Run 1, cell outlines without signal wires:
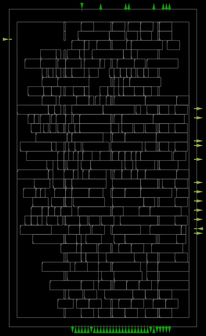
Run 1, signal wires on met4:
Bar = 20 µm.
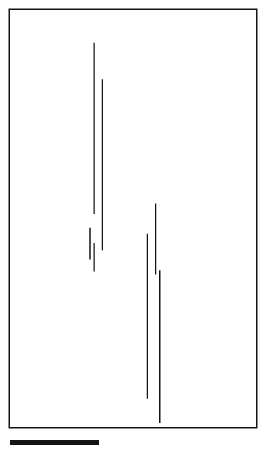
Run 1, metal layers overlaid:
Bar = 20 µm.
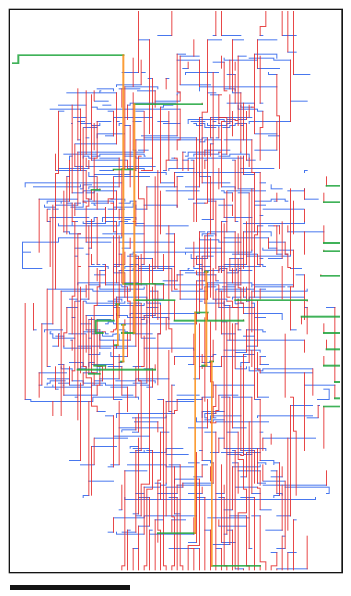
[src/rtl/hub75_scanner.sv]
// HUB75 scan engine: walks rows and BCM bit-planes, shifts pixels from a
// one-cycle-latency frame buffer onto the panel, then latches and displays.
module hub75_scanner #(
  parameter int PANEL_WIDTH = 64,
  parameter int SCAN_ROWS   = 16,
  parameter int COLOR_BITS  = 4,
  parameter int CLK_DIV     = 2,
  parameter int ON_TIME     = 8
) (
  input  logic                                                clk,
  input  logic                                                rst,
  input  logic                                                enable,
  input  logic [3*COLOR_BITS-1:0]                             rgb_top,
  input  logic [3*COLOR_BITS-1:0]                             rgb_bot,
  output logic [$clog2(PANEL_WIDTH)-1:0]                      x,
  output logic [((SCAN_ROWS > 1) ? $clog2(SCAN_ROWS) : 1)-1:0]   y,
  output logic [((COLOR_BITS > 1) ? $clog2(COLOR_BITS) : 1)-1:0] plane,
  output logic                                                r1,
  output logic                                                g1,
  output logic                                                b1,
  output logic                                                r2,
  output logic                                                g2,
  output logic                                                b2,
  output logic                                                led_clk,
  output logic                                                led_latch,
  output logic                                                led_oe,
  output logic [((SCAN_ROWS > 1) ? $clog2(SCAN_ROWS) : 1)-1:0]   dmux,
  output logic                                                frame_done
);

  localparam int XW  = $clog2(PANEL_WIDTH);
  localparam int YW  = (SCAN_ROWS > 1) ? $clog2(SCAN_ROWS) : 1;
  localparam int PLW = (COLOR_BITS > 1) ? $clog2(COLOR_BITS) : 1;
  localparam int PHW = $clog2(2 * CLK_DIV);
  localparam int CW  = $clog2((ON_TIME << (COLOR_BITS - 1)) + 1);

  typedef enum logic [1:0] {S_IDLE, S_SHIFT, S_LATCH, S_DISPLAY} state_t;

  state_t         r_state, w_state;
  logic [PHW-1:0] r_phase, w_phase;
  logic [XW-1:0]  r_x, w_x;
  logic [YW-1:0]  r_y, w_y, r_dmux, w_dmux;
  logic [PLW-1:0] r_plane, w_plane;
  logic [CW-1:0]  r_cnt, w_cnt, w_on_last;
  logic           r_last_col, w_last_col, r_wrapped, w_wrapped;
  logic           r_led_clk, w_led_clk, r_led_latch, w_led_latch;
  logic           r_led_oe, w_led_oe, r_frame_done, w_frame_done;
  logic [5:0]     r_data, w_data;
  logic           w_adv_row;

  function automatic logic plane_bit(input logic [COLOR_BITS-1:0] ch,
                                     input logic [PLW-1:0] p);
    return ch[p];
  endfunction

  assign w_on_last = (CW'(ON_TIME) << r_plane) - CW'(1);

  // The row address moves one cycle before the last display cycle ends so the
  // frame buffer already returns the new row in the first shift cycle.
  always_comb begin
    w_adv_row = 1'b0;
    if (r_plane == PLW'(COLOR_BITS - 1)) begin
      if (r_state == S_LATCH && r_phase == PHW'(1) && w_on_last == '0)
        w_adv_row = 1'b1;
      if (r_state == S_DISPLAY && (r_cnt + CW'(1)) == w_on_last)
        w_adv_row = 1'b1;
    end
  end

  always_comb begin
    w_state      = r_state;
    w_phase      = r_phase;
    w_x          = r_x;
    w_y          = r_y;
    w_dmux       = r_dmux;
    w_plane      = r_plane;
    w_cnt        = r_cnt;
    w_last_col   = r_last_col;
    w_wrapped    = r_wrapped;
    w_led_clk    = 1'b0;
    w_led_latch  = 1'b0;
    w_led_oe     = 1'b1;
    w_frame_done = 1'b0;
    w_data       = r_data;
    case (r_state)
      S_IDLE: begin
        if (enable) begin
          w_state = S_SHIFT;
          w_phase = '0;
        end
      end
      S_SHIFT: begin
        // x is issued one step ahead so the next column's read is settled
        // by the time its capture cycle comes round.
        if (r_phase == '0) begin
          w_data = {plane_bit(rgb_top[2*COLOR_BITS +: COLOR_BITS], r_plane),
                    plane_bit(rgb_top[COLOR_BITS +: COLOR_BITS], r_plane),
                    plane_bit(rgb_top[0 +: COLOR_BITS], r_plane),
                    plane_bit(rgb_bot[2*COLOR_BITS +: COLOR_BITS], r_plane),
                    plane_bit(rgb_bot[COLOR_BITS +: COLOR_BITS], r_plane),
                    plane_bit(rgb_bot[0 +: COLOR_BITS], r_plane)};
          w_last_col = (r_x == XW'(PANEL_WIDTH - 1));
          w_x        = w_last_col ? '0 : r_x + XW'(1);
        end
        if (r_phase == PHW'(2 * CLK_DIV - 1)) begin
          w_phase = '0;
          if (r_last_col) begin
            w_state     = S_LATCH;
            w_led_latch = 1'b1;
            w_dmux      = r_y;
            w_last_col  = 1'b0;
          end
        end else begin
          w_phase   = r_phase + PHW'(1);
          w_led_clk = (w_phase >= PHW'(CLK_DIV));
        end
      end
      S_LATCH: begin
        if (r_phase == '0) begin
          w_phase = PHW'(1);
        end else begin
          w_state  = S_DISPLAY;
          w_phase  = '0;
          w_cnt    = '0;
          w_led_oe = 1'b0;
        end
      end
      S_DISPLAY: begin
        if (r_cnt == w_on_last) begin
          w_cnt     = '0;
          w_plane   = (r_plane == PLW'(COLOR_BITS - 1)) ? '0 : r_plane + PLW'(1);
          w_wrapped = 1'b0;
          if (r_wrapped && !enable) begin
            w_state = S_IDLE;
            w_data  = '0;
            w_dmux  = '0;
          end else begin
            w_state = S_SHIFT;
            w_phase = '0;
          end
        end else begin
          w_cnt    = r_cnt + CW'(1);
          w_led_oe = 1'b0;
        end
      end
      default: w_state = S_IDLE;
    endcase
    if (w_adv_row) begin
      if (r_y == YW'(SCAN_ROWS - 1)) begin
        w_y          = '0;
        w_frame_done = 1'b1;
        w_wrapped    = 1'b1;
      end else begin
        w_y = r_y + YW'(1);
      end
    end
  end

  always_ff @(posedge clk or posedge rst) begin
    if (rst) begin
      r_state      <= S_IDLE;
      r_phase      <= '0;
      r_x          <= '0;
      r_y          <= '0;
      r_dmux       <= '0;
      r_plane      <= '0;
      r_cnt        <= '0;
      r_last_col   <= 1'b0;
      r_wrapped    <= 1'b0;
      r_led_clk    <= 1'b0;
      r_led_latch  <= 1'b0;
      r_led_oe     <= 1'b1;
      r_frame_done <= 1'b0;
      r_data       <= '0;
    end else begin
      r_state      <= w_state;
      r_phase      <= w_phase;
      r_x          <= w_x;
      r_y          <= w_y;
      r_dmux       <= w_dmux;
      r_plane      <= w_plane;
      r_cnt        <= w_cnt;
      r_last_col   <= w_last_col;
      r_wrapped    <= w_wrapped;
      r_led_clk    <= w_led_clk;
      r_led_latch  <= w_led_latch;
      r_led_oe     <= w_led_oe;
      r_frame_done <= w_frame_done;
      r_data       <= w_data;
    end
  end

  assign x          = r_x;
  assign y          = r_y;
  assign plane      = r_plane;
  assign dmux       = r_dmux;
  assign {r1, g1, b1, r2, g2, b2} = r_data;
  assign led_clk    = r_led_clk;
  assign led_latch  = r_led_latch;
  assign led_oe     = r_led_oe;
  assign frame_done = r_frame_done;

endmodule

[config.mk]
export PLATFORM = sky130hd
export DESIGN_NAME = hub75_scanner
export DESIGN_NICKNAME = d
export VERILOG_FILES = /design/src/rtl/hub75_scanner.sv
export SDC_FILE = /design/constraint.sdc
export NUM_CORES = 1
export LEC_CHECK = 0
export CAP_MARGIN = 20
export CORE_ASPECT_RATIO = 1.75
export CORE_MARGIN = 2
export CORE_UTILIZATION = 50
export DETAILED_ROUTE_END_ITERATION = 8
export PLACE_DENSITY = 0.8
export SLEW_MARGIN = 20
export SYNTH_ARGS = -nofsm -noshare
export SYNTH_HDL_FRONTEND = slang
export SYNTH_SLANG_ARGS = --single-unit
[constraint.sdc]
create_clock -name clk -period 3.5 [get_ports clk]
set_clock_uncertainty 0.05 [all_clocks]
set_input_delay 0.7 -clock clk [delete_from_list [all_inputs] [get_ports clk]]
set_output_delay 0.7 -clock clk [all_outputs]
set_load 0.01 [all_outputs]
==> flow_metrics.tcl, run 1 <==
# implementation run metrics
set metrics [dict create \
    status "completed" \
    cts-hold-fix-buffers 0 \
    period_utilisation_layout_pct 79.91 \
    min_delay_path_depth 1 \
    postSynthSeqShare_pct 42.68 \
    static-leakage-power_nw 1.342 \
    clkPwrFrac_pct 19.1 \
    wl_met1_um 1933 \
    yosys.cell_types.count 50 \
    asyncSetResetFlopFracSynth_pct 100.0 \
    swShare_pct 37.45 \
    layout.cells.largest_class "multi-input combinational cells" \
    dieHeight_um 93.52 \
    path_max_fanout 13 \
    coreArea_um2 4404 \
    power.combinational.fraction_pct 45.9 \
    grt_first_pass_wirelength_um 8714 \
    max_slew.worst_pin.slew_ps 599.6 \
    critPathLaunchType "flip-flop" \
    layout.nets 303 \
    synth.comb.largest_family "AND-OR/OR-AND gates" \
    setup_tns_ps 0 \
    cts.path.max_buffers 2 \
    detail_route.first_pass.iterations 4 \
    comb_cell_power_w 0.000905 \
    type_of_the_setup_path_with_the_least_slack "reg -> reg" \
    number_of_nets_in_the_synthesized_netlist 249 \
    largest-register "r_cnt" \
    critical_path.cell_chain "inv_1 > ha_1 > xnor2_1 > or4_4 > o21ai_2 > and2b_1 > mux2_1" \
    final_area_um2 2970 \
    dominant_power_group "combinational logic" \
    clkLatencyLatePin_ps 290 \
    clock_cell_area_share_pct 3.791 \
    area.share.combinational_pct 41.36 \
    timing.final.setup_violations 0 \
    first_iter_violations 34 \
    switching_power_w 0.0007385 \
    inverters_excl_clock 14 \
]
About 'cell outlines without signal wires':
number of well taps: 51
Non-Filler Instances: 313
placement row count: 32
flip-flops: 39
fillers: 339

About 'signal wires on met4':
- longest straight run: 38.1 µm
- main direction: vertical

About 'metal layers overlaid':
- M2: red (wire length 2930 µm)
- M3: green (wire length 146 µm)
- M4: orange (wire length 175 µm)
- M1: blue (wire length 1930 µm)

-- run 1: cells in the mapped netlist, drive strengths merged (3+ instances only) --
master / instances / area share [%]
and3b: 3 / 1.1
mux2: 6 / 3.3
dfrtp: 38 / 42
clkbuf: 5 / 0.82
a21oi: 7 / 1.5
nor2: 9 / 1.5
xor2: 4 / 1.5
a22o: 7 / 2.7
inv: 14 / 2.3
mux4: 6 / 5.9
nand2: 18 / 3.1
ha: 15 / 8.2
nand3: 8 / 2.0
xnor2: 6 / 2.3
nor3: 6 / 1.3
o21ai: 14 / 3.4
a21o: 6 / 2.0
nor3b: 3 / 0.98
and2: 3 / 0.82
-- run 1: worst register-to-register path: cells and delay by family, from the launching register on --
family                   cells  cell delay, ps
AND/OR/NAND/NOR              2             800
flip-flops                   1             710
multiplexers                 1             330
XOR/XNOR                     1             160
adder cells (fa/ha/maj)      1             250
AND-OR/OR-AND                1             280
buffers and inverters        1             110
-- run 1: how the worst max path moves through the flow --
stage,cells past startpoint,startpoint,endpoint,slack (ps)
6_report,7,plane[0],r_state[1],700
2_1_floorplan,8,plane[0],r_state[1],740
3_5_place_dp,7,plane[0],r_state[1],740
3_3_place_gp,7,plane[0],r_state[1],840
5_1_grt,7,plane[0],r_state[1],560
4_1_cts,7,plane[0],r_state[1],700
-- run 1: through the flow --
| stage | setup slack (ps) | hold WS [ps] | util (%) | std cells |
|---|---|---|---|---|
| final | 703.3 | 427.9 | 67.44 | 313 |
| after global routing | 561.6 | 459.4 | 67.44 | 313 |
| after CTS | 702.0 | 432.8 | 67.44 | 313 |
| after detailed placement | 741.6 | 414.4 | 64.89 | 305 |
| after global placement | 842.4 | 410.2 | 64.89 | 305 |
| after floorplan | 738.7 | 406.0 | - | 207 |
Run 1, cell classes on the final placement:
Bar = 20 µm. Fill, decap, tap and diode cells in gray.
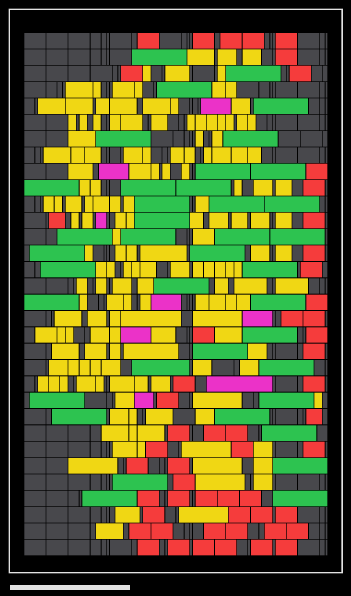

==> run 2, diff against run 1 <==
--- a/config.mk
+++ b/config.mk
@@ -8,9 +8,9 @@
 export CAP_MARGIN = 20
 export CORE_ASPECT_RATIO = 1.75
 export CORE_MARGIN = 2
-export CORE_UTILIZATION = 50
+export CORE_UTILIZATION = 45
 export DETAILED_ROUTE_END_ITERATION = 8
-export PLACE_DENSITY = 0.8
+export PLACE_DENSITY = 0.76
 export SLEW_MARGIN = 20
 export SYNTH_ARGS = -nofsm -noshare
 export SYNTH_HDL_FRONTEND = slang
==> constraint.sdc (replaced) <==
create_clock -name clk -period 2.5 [get_ports clk]
set_clock_uncertainty 0.05 [all_clocks]
set_input_delay 0.5 -clock clk [delete_from_list [all_inputs] [get_ports clk]]
set_output_delay 0.5 -clock clk [all_outputs]
set_load 0.01 [all_outputs]
Run 2, cell classes on the final placement:
Bar = 20 µm. Fill, decap, tap and diode cells in gray.
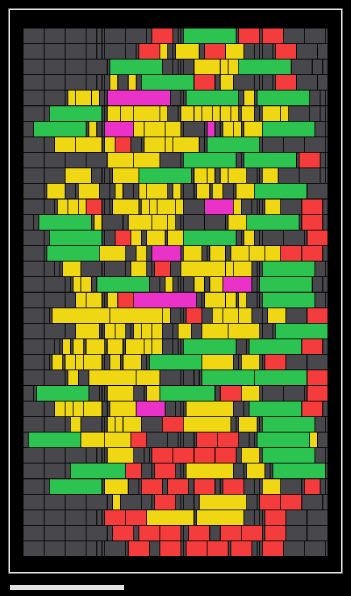
- remaining logic cells: yellow (cells 161; share of their area 43%)
- clock drivers and dummy loads: magenta (cells 8; share of their area 4.5%)
- registers: green (cells 39; share of their area 33%)
- remaining buffers and delay cells: red (cells 61; share of their area 20%)

Run 2, signal wires on met4:
Bar = 20 µm.
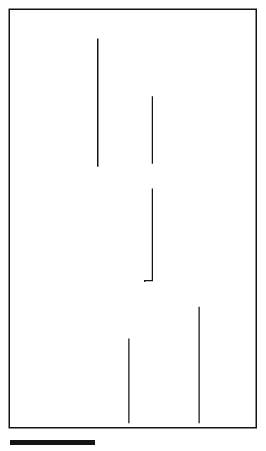
- nets with wire on the layer: 4
- main direction: vertical

==> run 2 against run 1 <==
Synthesized area did not move. Non-clock buffer count increased by 7. Via count shrank 1.6%. Fmax grew 20%. Worst setup slack got worse by 530 ps. Largest cell class unchanged. Highest routed layer unchanged.
==> flow_metrics.tcl, run 2 <==
# implementation run metrics
set metrics [dict create \
    globalRouteTotalUtil_pct 18.35 \
    critical_path.cell_chain "inv_1 > ha_1 > xnor2_1 > or4_4 > o21ai_2 > and2b_1 > mux2_1" \
    min_period_ps 2325 \
    critPathLaunchType "flip-flop" \
    fin_hold_ws_ps 426.3 \
    power-per-cell-area_nw_per_um2 948.3 \
    worst-path-stages 7 \
    power.combinational.fraction_pct 46.2 \
    setup_repair_after_global_routing_missed_its_margin "false" \
    asyncSetResetFlopFracSynth_pct 100.0 \
    hp-class "reg -> reg" \
    period_utilisation_layout_pct 92.98 \
    wl_met1_um 1836 \
    max_slew.worst_pin.slew_ps 493.8 \
    largest-register "r_cnt" \
    static-leakage-power_nw 1.383 \
    yosys-top-cells-count "38 x dfrtp_1, 17 x nand2_1, 15 x ha_1" \
    chipArea_um2 5697 \
    path_max_fanout 5 \
    fillerInstances 410 \
    layout.nets 310 \
    yosys.cell_types.count 50 \
    met3_wire_length_um 108 \
    postRouteWirelength_um 4774 \
    clk_pin_slew_worst_paths_ps 80 \
    mi_logic_area_um2 1229 \
    top_cell_area_share_pct 41.53 \
    min_delay_path_depth 1 \
    synth_area_leader "dfrtp_1" \
    grt_remaining_overflow 0 \
    dieHeight_um 98.36 \
    stage_log_warnings 35 \
    postSynthSeqShare_pct 42.68 \
    max_transition_viols_final 0 \
    initial_core_util_pct 46.40 \
    boundaryPins 53 \
    cp_slowest_stage_delay_ps 600 \
    final_layout_size_suffix_gt1_share_pct 14.13 \
    first_iter_violations 41 \
    status "completed" \
    coreArea_um2 4935 \
    top_cells_by_area_in_the_synthesized_netlist "dfrtp_1 42%, ha_1 8.2%, mux4_2 5.9%, nand2_1 2.8%, a22o_1 2.7%" \
    timing.final.setup_violations 0 \
    number_of_nets_in_the_synthesized_netlist 249 \
    worstSetupEndpointType "flip-flop" \
    report.final.hold_viol_count 0 \
    antenna-diode-count 0 \
    grt_start_max_net_pins 40 \
    routed-wl-met2_um 2713 \
    final_critical_path_setup_slack_ps 175.5 \
    vias 1758 \
    cts.path.max_buffers 2 \
    switching_power_w 0.001015 \
    yosys.cell_count.top_type "dfrtp_1" \
    detail_route.first_pass.iterations 4 \
    ff2ff_path_depth 7 \
    synth-cells-yosys 207 \
    cts-hold-fix-buffers 0 \
    pre_cts_ws_ps 184.2 \
    grt_first_pass_wirelength_um 8135 \
    detail_route.drc_violations 0 \
    h-tree-depth 2 \
    layout_top_cell_excl_fill_tap "clkdlybuf4s50_1" \
    ctsResizeCount 0 \
    enable_flop_cells 0 \
    row_count 34 \
    route.antenna.remaining_nets 0 \
    clkPwrFrac_pct 21.2 \
    regArea_um2 978.4 \
    type_of_the_setup_path_with_the_least_slack "reg -> reg" \
    clkLatencyLatePin_ps 290 \
    mostFrequentLayoutCells "52 x clkdlybuf4s50_1, 37 x dfrtp_1, 17 x nand2_1" \
    setup_tns_ps 0 \
    swShare_pct 35.13 \
]
## run 2: cell counts after synthesis
No cell type changed its count.
## run 2: metrics by stage
| stage | util, % | power (W) | std cells | area [µm²] |
|---|---|---|---|---|
| 4_1_cts | 61.76 | 0.002920 | 323 | 3048 |
| 2_1_floorplan | - | 0.001799 | 207 | 2305 |
| 5_1_grt | 61.76 | 0.003086 | 323 | 3048 |
| 6_report | 61.76 | 0.002890 | 323 | 3048 |
| 3_5_place_dp | 59.08 | 0.002298 | 315 | 2915 |
| 3_3_place_gp | 59.08 | 0.002263 | 315 | 2915 |
## run 2: power groups by stage
stage               clock (W)  combinational, W  sequential [W]
global route         0.000650           0.00147        0.000968
global placement            0           0.00131        0.000949
detailed placement          0           0.00134        0.000955
finish               0.000614           0.00133        0.000942
floorplan                   0          0.000838        0.000961
CTS                  0.000626           0.00135        0.000942
## run 2: final timing paths
path	startpoint	end	slack [ps]
worst max-delay path	plane[1]	r_state[1]	180
worst min-delay path	dmux[2]	dmux[2]	430
worst max register to register	plane[1]	r_state[1]	180
worst min register to register	dmux[2]	dmux[2]	430
max in group asynchronous	rst	plane[0]	1450
min in group asynchronous	rst	r_data[0]	590
## run 2: area by class of cell
type,count,area share (%)
Sequential cell,39,32.10
Clock inverter,2,1.970
Inverter,14,1.724
Timing Repair Buffer,61,19.29
Clock buffer,6,2.381
Multi-Input combinational cell,147,40.31
Tap cell,54,2.217
## run 2: cell families after synthesis
logic type / after synthesis / share of synthesized area, %
muxes: 14 / 10.05
AOI/OAI and AO/OA: 46 / 15.41
buffers and inverters: 21 / 3.661
DFF: 39 / 42.68
adders and majority gates: 15 / 8.197
xor gates and xnor gates: 12 / 5.901
and+or+nand+nor: 60 / 14.10
Power figures rest on the tool's default switching activity, not on a simulated workload.
